### config.mk
export PLATFORM = sky130hd
export DESIGN_NAME = sys_bus_arbiter_flat
export DESIGN_NICKNAME = d
export VERILOG_FILES = /design/src/rtl/sys_bus_arbiter_if.sv /design/src/rtl/sys_bus_arbiter.sv /design/src/flat_wrapper.sv
export SDC_FILE = /design/constraint.sdc
export NUM_CORES = 1
export LEC_CHECK = 0
export CAP_MARGIN = 20
export CORE_MARGIN = 10
export CORE_UTILIZATION = 43
export CTS_CLUSTER_SIZE = 25
export DETAILED_ROUTE_END_ITERATION = 12
export GPL_TIMING_DRIVEN = 0
export PLACE_DENSITY = 0.91
export SLEW_MARGIN = 5
export SYNTH_ARGS = -nofsm -noshare
export SYNTH_HDL_FRONTEND = slang
export SYNTH_SLANG_ARGS = --single-unit
### constraint.sdc
create_clock -name clk -period 3.6 [get_ports clk]
set_clock_uncertainty 0.05 [all_clocks]
set_input_delay 0.72 -clock clk [delete_from_list [all_inputs] [get_ports clk]]
set_output_delay 0.72 -clock clk [all_outputs]
set_load 0.01 [all_outputs]
### src/rtl/sys_bus_arbiter_if.sv
// Shared system-bus handshake between the arbiter (master side) and the
// memory/peripheral that answers it (slave side).
interface sys_bus_arbiter_if #(
  parameter int MEM_WIDTH = 8,
  parameter int MEM_DEPTH = 8
) ();
  logic                 ale_en;
  logic [MEM_DEPTH-1:0] addr_input;
  logic                 bus_write_en;
  logic                 bus_read_en;
  logic [MEM_WIDTH-1:0] data_write;
  logic [MEM_WIDTH-1:0] data_read;
  logic                 bus_ready;

  modport master (
    output ale_en, addr_input, bus_write_en, bus_read_en, data_write,
    input  data_read, bus_ready
  );

  modport slave (
    input  ale_en, addr_input, bus_write_en, bus_read_en, data_write,
    output data_read, bus_ready
  );
endinterface

### src/rtl/sys_bus_arbiter.sv
// Two-master round-robin arbiter and single-beat transaction sequencer for
// the shared system bus: IDLE -> ALE -> CMD -> WAIT -> DONE -> IDLE.
// Optional WAIT-state timeout is built only when ARB_TIMEOUT_EN is defined.
module sys_bus_arbiter #(
  parameter int MEM_WIDTH      = 8,
  parameter int MEM_DEPTH      = 8,
  parameter int TIMEOUT_CYCLES = 15
) (
  input  logic                 clk,
  input  logic                 rst,
  input  logic                 m0_req,
  input  logic                 m0_we,
  input  logic [MEM_DEPTH-1:0] m0_addr,
  input  logic [MEM_WIDTH-1:0] m0_wdata,
  input  logic                 m1_req,
  input  logic                 m1_we,
  input  logic [MEM_DEPTH-1:0] m1_addr,
  input  logic [MEM_WIDTH-1:0] m1_wdata,
  output logic                 m0_gnt,
  output logic                 m0_done,
  output logic [MEM_WIDTH-1:0] m0_rdata,
  output logic                 m0_err,
  output logic                 m1_gnt,
  output logic                 m1_done,
  output logic [MEM_WIDTH-1:0] m1_rdata,
  output logic                 m1_err,
  sys_bus_arbiter_if.master    bus,
  output logic                 owner,
  output logic [2:0]           arb_state
);

  typedef enum logic [2:0] {
    S_IDLE = 3'd0,
    S_ALE  = 3'd1,
    S_CMD  = 3'd2,
    S_WAIT = 3'd3,
    S_DONE = 3'd4
  } state_t;

  typedef struct packed {
    logic                 we;
    logic [MEM_DEPTH-1:0] addr;
    logic [MEM_WIDTH-1:0] wdata;
  } req_t;

  state_t               state;
  logic                 last_owner;
  logic                 own;
  req_t                 req_q;
  logic [MEM_WIDTH-1:0] rdata_q;
  logic                 pick;
  logic                 err_q;

`ifdef ARB_TIMEOUT_EN
  localparam int CNT_W = ($clog2(TIMEOUT_CYCLES + 1) < 4) ? 4 : $clog2(TIMEOUT_CYCLES + 1);
  logic [CNT_W-1:0] cnt;
`endif

  // Round-robin pick: a lone requester wins, a tie goes to the non-last owner.
  always_comb begin
    pick = 1'b0;
    if (m0_req && m1_req) pick = ~last_owner;
    else if (m1_req)      pick = 1'b1;
  end

  // Sequencer FSM with latched request fields and read/err capture.
  always_ff @(posedge clk) begin
    if (!rst) begin
      state      <= S_IDLE;
      last_owner <= 1'b1;
      own        <= 1'b0;
      req_q      <= '0;
      rdata_q    <= '0;
      err_q      <= 1'b0;
`ifdef ARB_TIMEOUT_EN
      cnt        <= '0;
`endif
    end else begin
      case (state)
        S_IDLE: begin
          if (m0_req || m1_req) begin
            own     <= pick;
            req_q   <= pick ? req_t'{m1_we, m1_addr, m1_wdata}
                            : req_t'{m0_we, m0_addr, m0_wdata};
            rdata_q <= '0;
            err_q   <= 1'b0;
            state   <= S_ALE;
          end
        end
        S_ALE: state <= S_CMD;
        S_CMD: begin
`ifdef ARB_TIMEOUT_EN
          cnt   <= '0;
`endif
          state <= S_WAIT;
        end
        S_WAIT: begin
          // Ready beats the timeout when both land on the same edge.
          if (bus.bus_ready) begin
            rdata_q <= req_q.we ? '0 : bus.data_read;
            err_q   <= 1'b0;
            state   <= S_DONE;
          end
`ifdef ARB_TIMEOUT_EN
          else if (cnt == CNT_W'(TIMEOUT_CYCLES - 1)) begin
            rdata_q <= '0;
            err_q   <= 1'b1;
            state   <= S_DONE;
          end else begin
            cnt <= cnt + 1'b1;
          end
`endif
        end
        S_DONE: begin
          last_owner <= own;
          state      <= S_IDLE;
        end
        default: state <= S_IDLE;
      endcase
    end
  end

  // Bus side decoded purely from registered state and latched fields.
  always_comb begin
    bus.ale_en       = (state == S_ALE);
    bus.addr_input   = (state == S_ALE || state == S_CMD) ? req_q.addr : '0;
    bus.bus_write_en = (state == S_CMD) &&  req_q.we;
    bus.bus_read_en  = (state == S_CMD) && !req_q.we;
    bus.data_write   = ((state == S_CMD || state == S_WAIT) && req_q.we) ? req_q.wdata : '0;
  end

  // Per-master response decode; non-owners always see zeros.
  logic [1:0]                gnt_v, done_v, err_v;
  logic [1:0][MEM_WIDTH-1:0] rdata_v;

  for (genvar g = 0; g < 2; g++) begin : g_mst
    assign gnt_v[g]   = (state == S_ALE)  && (own == 1'(g));
    assign done_v[g]  = (state == S_DONE) && (own == 1'(g));
    assign rdata_v[g] = done_v[g] ? rdata_q : '0;
`ifdef ARB_TIMEOUT_EN
    assign err_v[g]   = done_v[g] && err_q;
`else
    assign err_v[g]   = 1'b0;
`endif
  end

`ifndef ARB_TIMEOUT_EN
  logic unused_err;
  assign unused_err = err_q;
`endif

  assign m0_gnt    = gnt_v[0];
  assign m1_gnt    = gnt_v[1];
  assign m0_done   = done_v[0];
  assign m1_done   = done_v[1];
  assign m0_rdata  = rdata_v[0];
  assign m1_rdata  = rdata_v[1];
  assign m0_err    = err_v[0];
  assign m1_err    = err_v[1];
  assign owner     = own;
  assign arb_state = state;

endmodule
### src/flat_wrapper.sv
// flat-port wrapper written by rule: the top's interface ports become plain ports
module sys_bus_arbiter_flat 
#(
  parameter int MEM_WIDTH      = 8,
  parameter int MEM_DEPTH      = 8,
  parameter int TIMEOUT_CYCLES = 15
)
  (clk, rst, m0_req, m0_we, m0_addr, m0_wdata, m1_req, m1_we, m1_addr, m1_wdata, m0_gnt, m0_done, m0_rdata, m0_err, m1_gnt, m1_done, m1_rdata, m1_err, owner, arb_state, bus_ale_en, bus_addr_input, bus_bus_write_en, bus_bus_read_en, bus_data_write, bus_data_read, bus_bus_ready);
  sys_bus_arbiter_if #(.MEM_WIDTH(MEM_WIDTH), .MEM_DEPTH(MEM_DEPTH)) bus_i ();
  input  logic clk;
  input  logic rst;
  input  logic m0_req;
  input  logic m0_we;
  input  logic [MEM_DEPTH-1:0] m0_addr;
  input  logic [MEM_WIDTH-1:0] m0_wdata;
  input  logic m1_req;
  input  logic m1_we;
  input  logic [MEM_DEPTH-1:0] m1_addr;
  input  logic [MEM_WIDTH-1:0] m1_wdata;
  output logic m0_gnt;
  output logic m0_done;
  output logic [MEM_WIDTH-1:0] m0_rdata;
  output logic m0_err;
  output logic m1_gnt;
  output logic m1_done;
  output logic [MEM_WIDTH-1:0] m1_rdata;
  output logic m1_err;
  output logic owner;
  output logic [2:0] arb_state;
  output wire logic [$bits(bus_i.ale_en)-1:0] bus_ale_en;
  output wire logic [$bits(bus_i.addr_input)-1:0] bus_addr_input;
  output wire logic [$bits(bus_i.bus_write_en)-1:0] bus_bus_write_en;
  output wire logic [$bits(bus_i.bus_read_en)-1:0] bus_bus_read_en;
  output wire logic [$bits(bus_i.data_write)-1:0] bus_data_write;
  input wire logic [$bits(bus_i.data_read)-1:0] bus_data_read;
  input wire logic [$bits(bus_i.bus_ready)-1:0] bus_bus_ready;
  assign bus_ale_en = bus_i.ale_en;
  assign bus_addr_input = bus_i.addr_input;
  assign bus_bus_write_en = bus_i.bus_write_en;
  assign bus_bus_read_en = bus_i.bus_read_en;
  assign bus_data_write = bus_i.data_write;
  assign bus_i.data_read = bus_data_read;
  assign bus_i.bus_ready = bus_bus_ready;
  sys_bus_arbiter #(.MEM_WIDTH(MEM_WIDTH), .MEM_DEPTH(MEM_DEPTH), .TIMEOUT_CYCLES(TIMEOUT_CYCLES)) u_core (.clk(clk), .rst(rst), .m0_req(m0_req), .m0_we(m0_we), .m0_addr(m0_addr), .m0_wdata(m0_wdata), .m1_req(m1_req), .m1_we(m1_we), .m1_addr(m1_addr), .m1_wdata(m1_wdata), .m0_gnt(m0_gnt), .m0_done(m0_done), .m0_rdata(m0_rdata), .m0_err(m0_err), .m1_gnt(m1_gnt), .m1_done(m1_done), .m1_rdata(m1_rdata), .m1_err(m1_err), .bus(bus_i), .owner(owner), .arb_state(arb_state));
endmodule
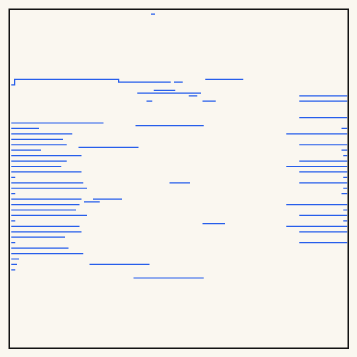
Run 1: the metal 3 layer
Drawn at 4 px/um.
62 nets have wire on it. The longest straight run is 26.0 um. The layer holds 11% of the routed length. The wires run mostly horizontal. The layer carries 676 um of wire.

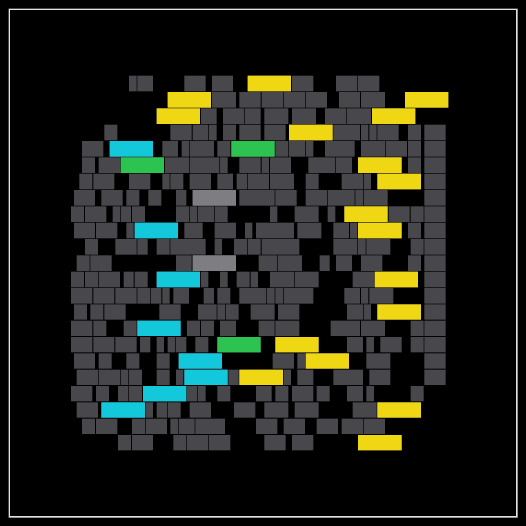
Run 1: sequential cells coloured by netlist name
Drawn at 6 px/um. Other sequential cells in the stronger grey, the rest of the logic in the fainter grey.
Key: green = u_core.arb_state [sequential cells 3]; yellow = u_core.req_q [sequential cells 17]; cyan = u_core.rdata_q [sequential cells 8]

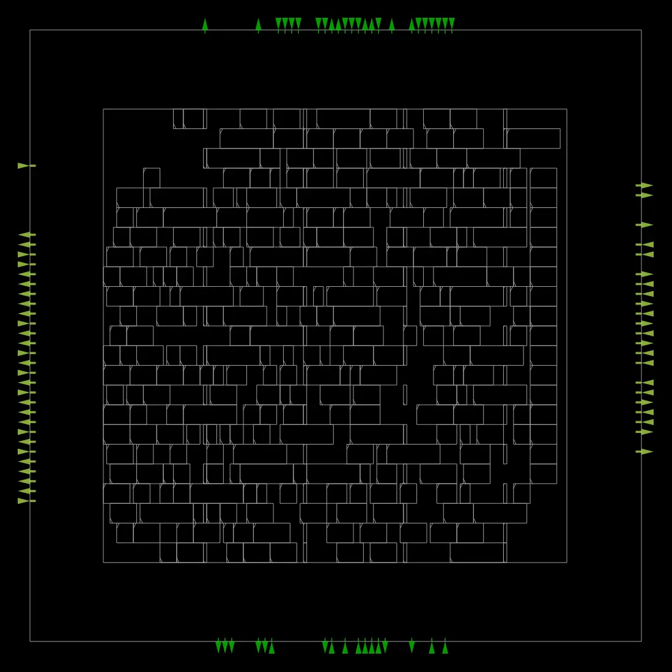
Run 1: placed standard cells
TAP cells: 50
Core Region: 0.004000 sq mm
FFs & Latches: 30
final core occ: 70.25%

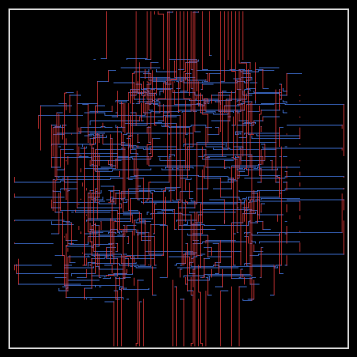
Run 1: routed metal, one colour a layer
Drawn at 4 px/um. Two of the layers only.
Key: red = metal 2 [wire length 2820 um]; blue = metal 1 [wire length 2370 um]
Via Count: 1870
final WL: 5958 um

==> results.toml, run 1 <==
# implementation run metrics
[clock_network]
h-tree-depth = 2
ctsLongestPathBuffers = 2
clk_pin_slew_ns = 0.06
cts_tree = "yes"
clkSinkCount = 30
post_cts_buffers = 0
ctsHoldBuffers = 0
cts_root_buf = "clkbuf_8"
post_cts_resize_count = 0
cts_made_buffers = 5
clk_latency_ns = 0.28

[synth]
ys_cells = 200
edf_count = 0
ys_seq_share_pct = 33.73
syn-cell-area_sq_mm = 0.001780
yosysUniqueCellTypes = 33
syn_area_per_cell_sq_um = 8.902
synth-area-yosys_sq_mm = 0.001780
synth-main-ff-cell = "dfxtp_1"
async_reset_ff_share_pct = 0
numSynthFlops = 30
ys.warnings.count = 0

[route]
drtIter0Drc = 125
wire_per_inst_um = 17.27
firstDrtPassIters = 4
vias_per_cell = 5.420
drc = 0
antenna_left = 0

[placed_design]
dpl.hpwl_um = 4543
place.port_buffers = 88
dp_slack_ns = 0.9890
gp_congestion = 0.7998

[power]
cellLeakagePower_nw = 1.081
p_per_area_mw_per_mm2 = 334.9
peakVddDrop_uv = 157.0

[cells_and_area]
lay_top_cells = "clkdlybuf4s50_1, dfxtp_1, nand2_1"
final_common_cell = "clkdlybuf4s50_1"
drive_above_1_share_pct = 10.51
register_area_sq_um = 600.6
fillers = 350
combGateArea_sq_mm = 0.001033
diodes = 0
area_growth_pct = 57.84

[setup_path]
cp.arrival_ns = 2.13
worst_setup_path_start_kind = "register"
end_kind = "primary output"
critical_path_class = "reg2out"
required_ns = 2.83
path_max_fanout = 10

[floorplan]
ios = 92
die_area_sq_mm = 0.007114
initCoreUtil_pct = 44.51
die_w_um = 84.35
core.rowCount = 23

[timing]
fin_crit_sh_pct = 80.53
whs_ns = 0.4395
rsz0062_at_grt = "no"
finalHoldViolations = 0
fin_ws_ns = 0.7009
slew_viol_final = 0
relSlewSlack_pct = 59.35
fmax_ghz = 0.3449

[job]
max-cap-violations = 0

[global_route]
grt_overflow = 0
grt_pass1_wl_um = 9680
grt_max_degree = 11
antenna_found_initial = 0
grtUsageTotal_pct = 16.29
grt_pass1_vias = 1911

[hold_path]
hp-class = "reg2reg"

[outcome]
status = "completed"
[run 1: routing by layer]
layer | GRT usage [%] | vias to the layer above | share of wire [%]
met1 | 18.36 | 871 | 40
met5 | 0 | - | 0
met3 | 8.599 | 8 | 11
li1 | - | 913 | -
met2 | 26.00 | 78 | 47
met4 | 5.090 | 0 | 1.5
[run 1: sequential cells by signal (all words and copies together) (netlist names)]
| name | flops |
|---|---|
| u_core.arb_state | 3 |
| u_core.rdata_q | 8 |
| u_core.req_q | 17 |
| u_core.last_owner | 1 |
| u_core.owner | 1 |
[run 1: cell type report]
class	instances	share of cell area, %
multi-input combinational	150	36.78
timing repair buffer	88	31.34
sequential	30	21.37
buffer	20	5.209
clock buffer	6	2.939
tap	50	2.226
inverter	1	0.1336
[run 1: report_power, final]
| part | total, mW | leakage, nW | internal (mW) | switching (mW) |
|---|---|---|---|---|
| Clock | 0.269 | 0.0431 | 0.147 | 0.122 |
| Sequential | 0.387 | 0.247 | 0.367 | 0.0197 |
| Combinational | 0.285 | 0.791 | 0.158 | 0.127 |
| Total | 0.941 | 1.08 | 0.672 | 0.269 |
[run 1: kinds of logic after synthesis]
group | count (synthesis) | share of synthesized area (%)
xor gates and xnor gates | 1 | 0.4920
DFF | 30 | 33.73
other | 1 | 0.2106
buffers and inverters | 21 | 8.433
and+or+nand+nor | 92 | 31.13
AOI/OAI and AO/OA | 55 | 26.00
[run 1: synthesized netlist by cell type (all sizes together) (2+ instances only)]
| library cell | n | area share [%] |
|---|---|---|
| a31oi | 8 | 2.8 |
| and2 | 26 | 9.1 |
| and3 | 18 | 6.3 |
| buf | 13 | 6.7 |
| clkbuf | 7 | 1.5 |
| dfxtp | 30 | 34 |
| nand2 | 27 | 5.7 |
| nand2b | 3 | 1.1 |
| nand3 | 3 | 2.2 |
| nor2 | 4 | 0.98 |
| nor2b | 2 | 0.70 |
| nor3 | 3 | 2.1 |
| nor3b | 3 | 1.5 |
| o21ai | 10 | 3.0 |
| o221a | 17 | 11 |
| o31ai | 17 | 8.0 |
[run 1: final timing paths]
path | endpoint | slack (ns) | start | cells past startpoint
max | m0_rdata[2] | 0.70 | u_core.arb_state[0] | 6
min | u_core.rdata_q[0] | 0.44 | u_core.rdata_q[0] | 2
max reg2reg | u_core.req_q[4] | 2.09 | u_core.arb_state[0] | 5
min reg2reg | u_core.rdata_q[0] | 0.44 | u_core.rdata_q[0] | 2
[run 1: per-stage QoR]
step | total power, mW | cell area [sq um] | instances
3_3_place_gp | 0.6734 | 2728 | 339
3_5_place_dp | 0.6797 | 2728 | 339
2_1_floorplan | 0.5500 | 1784 | 201
4_1_cts | 0.9474 | 2810 | 345
6_report | 0.9410 | 2810 | 345
5_1_grt | 0.9849 | 2810 | 345
[run 1: worst max-delay path, stage by stage, from the launching register on]
cell and delay [ns]:
dfxtp_1 0.32, buf_6 0.14, or2_4 0.26, buf_6 0.15, nor3_4 0.26, and2_1 0.19
clkdlybuf4s50_1 0.54
==> run 1 -> run 2 <==
CORE_UTILIZATION = 36   (was 43)
PLACE_DENSITY = 0.82   (was 0.91)
clock period = 2.6 ns   (was 3.6 ns; I/O delays follow)
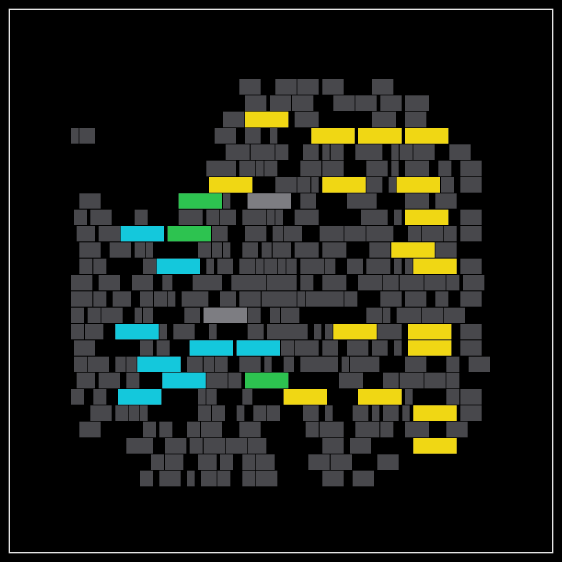
Run 2: sequential cells coloured by netlist name
Drawn at 6 px/um. Other sequential cells in the stronger grey, the rest of the logic in the fainter grey.
Key: yellow = u_core.req_q [sequential cells 17]; green = u_core.arb_state [sequential cells 3]; cyan = u_core.rdata_q [sequential cells 8]
Another 2 sequential cells are not coloured.

==> run 2 against run 1 <==
Effect of this change:
- design area increased by 1.7%
- setup slack got worse by 0.60 ns
- synthesized area is the same
- sequential power increased by 38%
- sequential share of layout area decreased by 0.36 points
- via count shrank 0.80%
- highest routed layer unchanged
==> results.toml, run 2 <==
# implementation run metrics
[clock_network]
clkSinkCount = 30
ctsLongestPathBuffers = 2
clk_pin_slew_ns = 0.06
ctsHoldBuffers = 0
cts_made_buffers = 5
h-tree-depth = 2

[route]
met2_length_um = 2787
firstDrtPassIters = 4
route.layer.met1.wl_um = 2749
antenna_left = 0
drtIter0Drc = 92
dr_total_vias = 1855

[setup_path]
cp.arrival_ns = 1.93
critical_path_class = "reg2out"
path_max_fanout = 10
worst_setup_path_start_kind = "register"

[synth]
async_reset_ff_share_pct = 0
ys.warnings.count = 0
syn-cell-area_sq_mm = 0.001780
edf_count = 0
syn_area_per_cell_sq_um = 8.902
yosysTopAreaCell = "dfxtp_1"
top_cell_area_share_pct = 33.73
synthAoiAreaFrac_pct = 26.00
yosysUniqueCellTypes = 33

[floorplan]
die_w_um = 90.33
ios = 92

[global_route]
grt_pass1_wl_um = 9873
grt_pass1_vias = 1882
grt_max_degree = 11

[cells_and_area]
drive_above_1_share_pct = 12.75
largest_reg_flops = 17
area_growth_pct = 60.58
diodes = 0

[hold_path]
hp-class = "reg2reg"

[timing]
fin_crit_sh_pct = 96.01
fmax_ghz = 0.4006
slew_viol_final = 0

[placed_design]
dpl.hpwl_um = 4582

[power]
p_per_area_mw_per_mm2 = 448.9
cellLeakagePower_nw = 1.159

[outcome]
status = "completed"
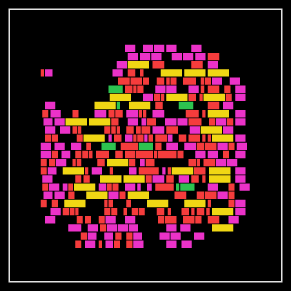
Run 2: placement by cell class
Drawn at 3 px/um.
Key: yellow = sequential cells [cells 30, share of their area 22%]; red = combinational and other logic [cells 151, share of their area 38%]; magenta = remaining buffers and delay cells [cells 110, share of their area 38%]; green = clock drivers and dummy loads [cells 7, share of their area 2.8%]
Core Region: 0.004755 sq mm
Design Area, Final: 0.002859 sq mm
row count: 25
Seq/total area: 21.01%

[run 2: final timing paths]
check                                          to                start  depth (start not counted)
worst min-delay path            u_core.rdata_q[6]    u_core.rdata_q[6]                          2
worst max-delay path                       m0_gnt  u_core.arb_state[2]                          4
worst min register to register  u_core.rdata_q[6]    u_core.rdata_q[6]                          2
worst max register to register    u_core.req_q[3]  u_core.arb_state[0]                          5
[run 2: what timing repair did]
action                     in CTS  in global routing
setup endpoints to repair      29                 18
setup buffers                   2                  1
gates resized                  13                  3
cloned                          0                  0
pin swaps                       1                  0
[run 2: cells by family after synthesis]
| logic type | Yosys count |
|---|---|
| other | 1 |
| AND/OR/NAND/NOR | 92 |
| buffers and inverters | 21 |
| AND-OR/OR-AND | 55 |
| flip-flops | 30 |
| XOR/XNOR | 1 |
[run 2: critical path, stage by stage, from the launching register on]
cell	delay (ns)
dfxtp_1	0.41
clkbuf_2	0.26
nor3b_2	0.27
nor2b_1	0.16
clkdlybuf4s50_1	0.54
[run 2: area by class of cell]
type                            count  area [sq um]  area share (%)
Multi-Input combinational cell    150          1054           36.85
Timing Repair Buffer               91         895.9           31.33
Sequential cell                    30         600.6           21.01
Buffer                             19         145.1           5.077
Tap cell                           67         83.83           2.932
Clock buffer                        7         76.32           2.670
Inverter                            1         3.754          0.1313
[run 2: per-stage QoR]
| step | instance area, sq um | util [%] | setup WS, ns | hold slack, ns | total power, mW |
|---|---|---|---|---|---|
| detailed placement | 2749 | 57.82 | 0.1413 | 0.4296 | 0.9416 |
| CTS | 2843 | 59.79 | 0.01938 | 0.4380 | 1.289 |
| floorplan | 1784 | - | 0.7255 | 0.3984 | 0.7616 |
| global placement | 2749 | 57.82 | 0.1671 | 0.4152 | 0.9350 |
| global route | 2859 | 60.13 | -0.002777 | 0.4721 | 1.349 |
| finish | 2859 | 60.13 | 0.1037 | 0.4416 | 1.283 |
[run 2: metal layers]
| metal | vias to the layer above | global-route usage, % |
|---|---|---|
| met1 | 844 | 18.02 |
| met4 | 0 | 3.979 |
| met3 | 7 | 5.653 |
| met5 | - | 0 |
| li1 | 925 | - |
| met2 | 79 | 23.12 |
[run 2: where the power goes]
group	internal [mW]	total [mW]	switching [mW]	leakage, nW
Combinational	0.225	0.408	0.183	0.873
Clock	0.184	0.341	0.157	0.0383
Sequential	0.509	0.535	0.0264	0.247
Total	0.917	1.28	0.366	1.16
Power is estimated from default activity; no workload was simulated.
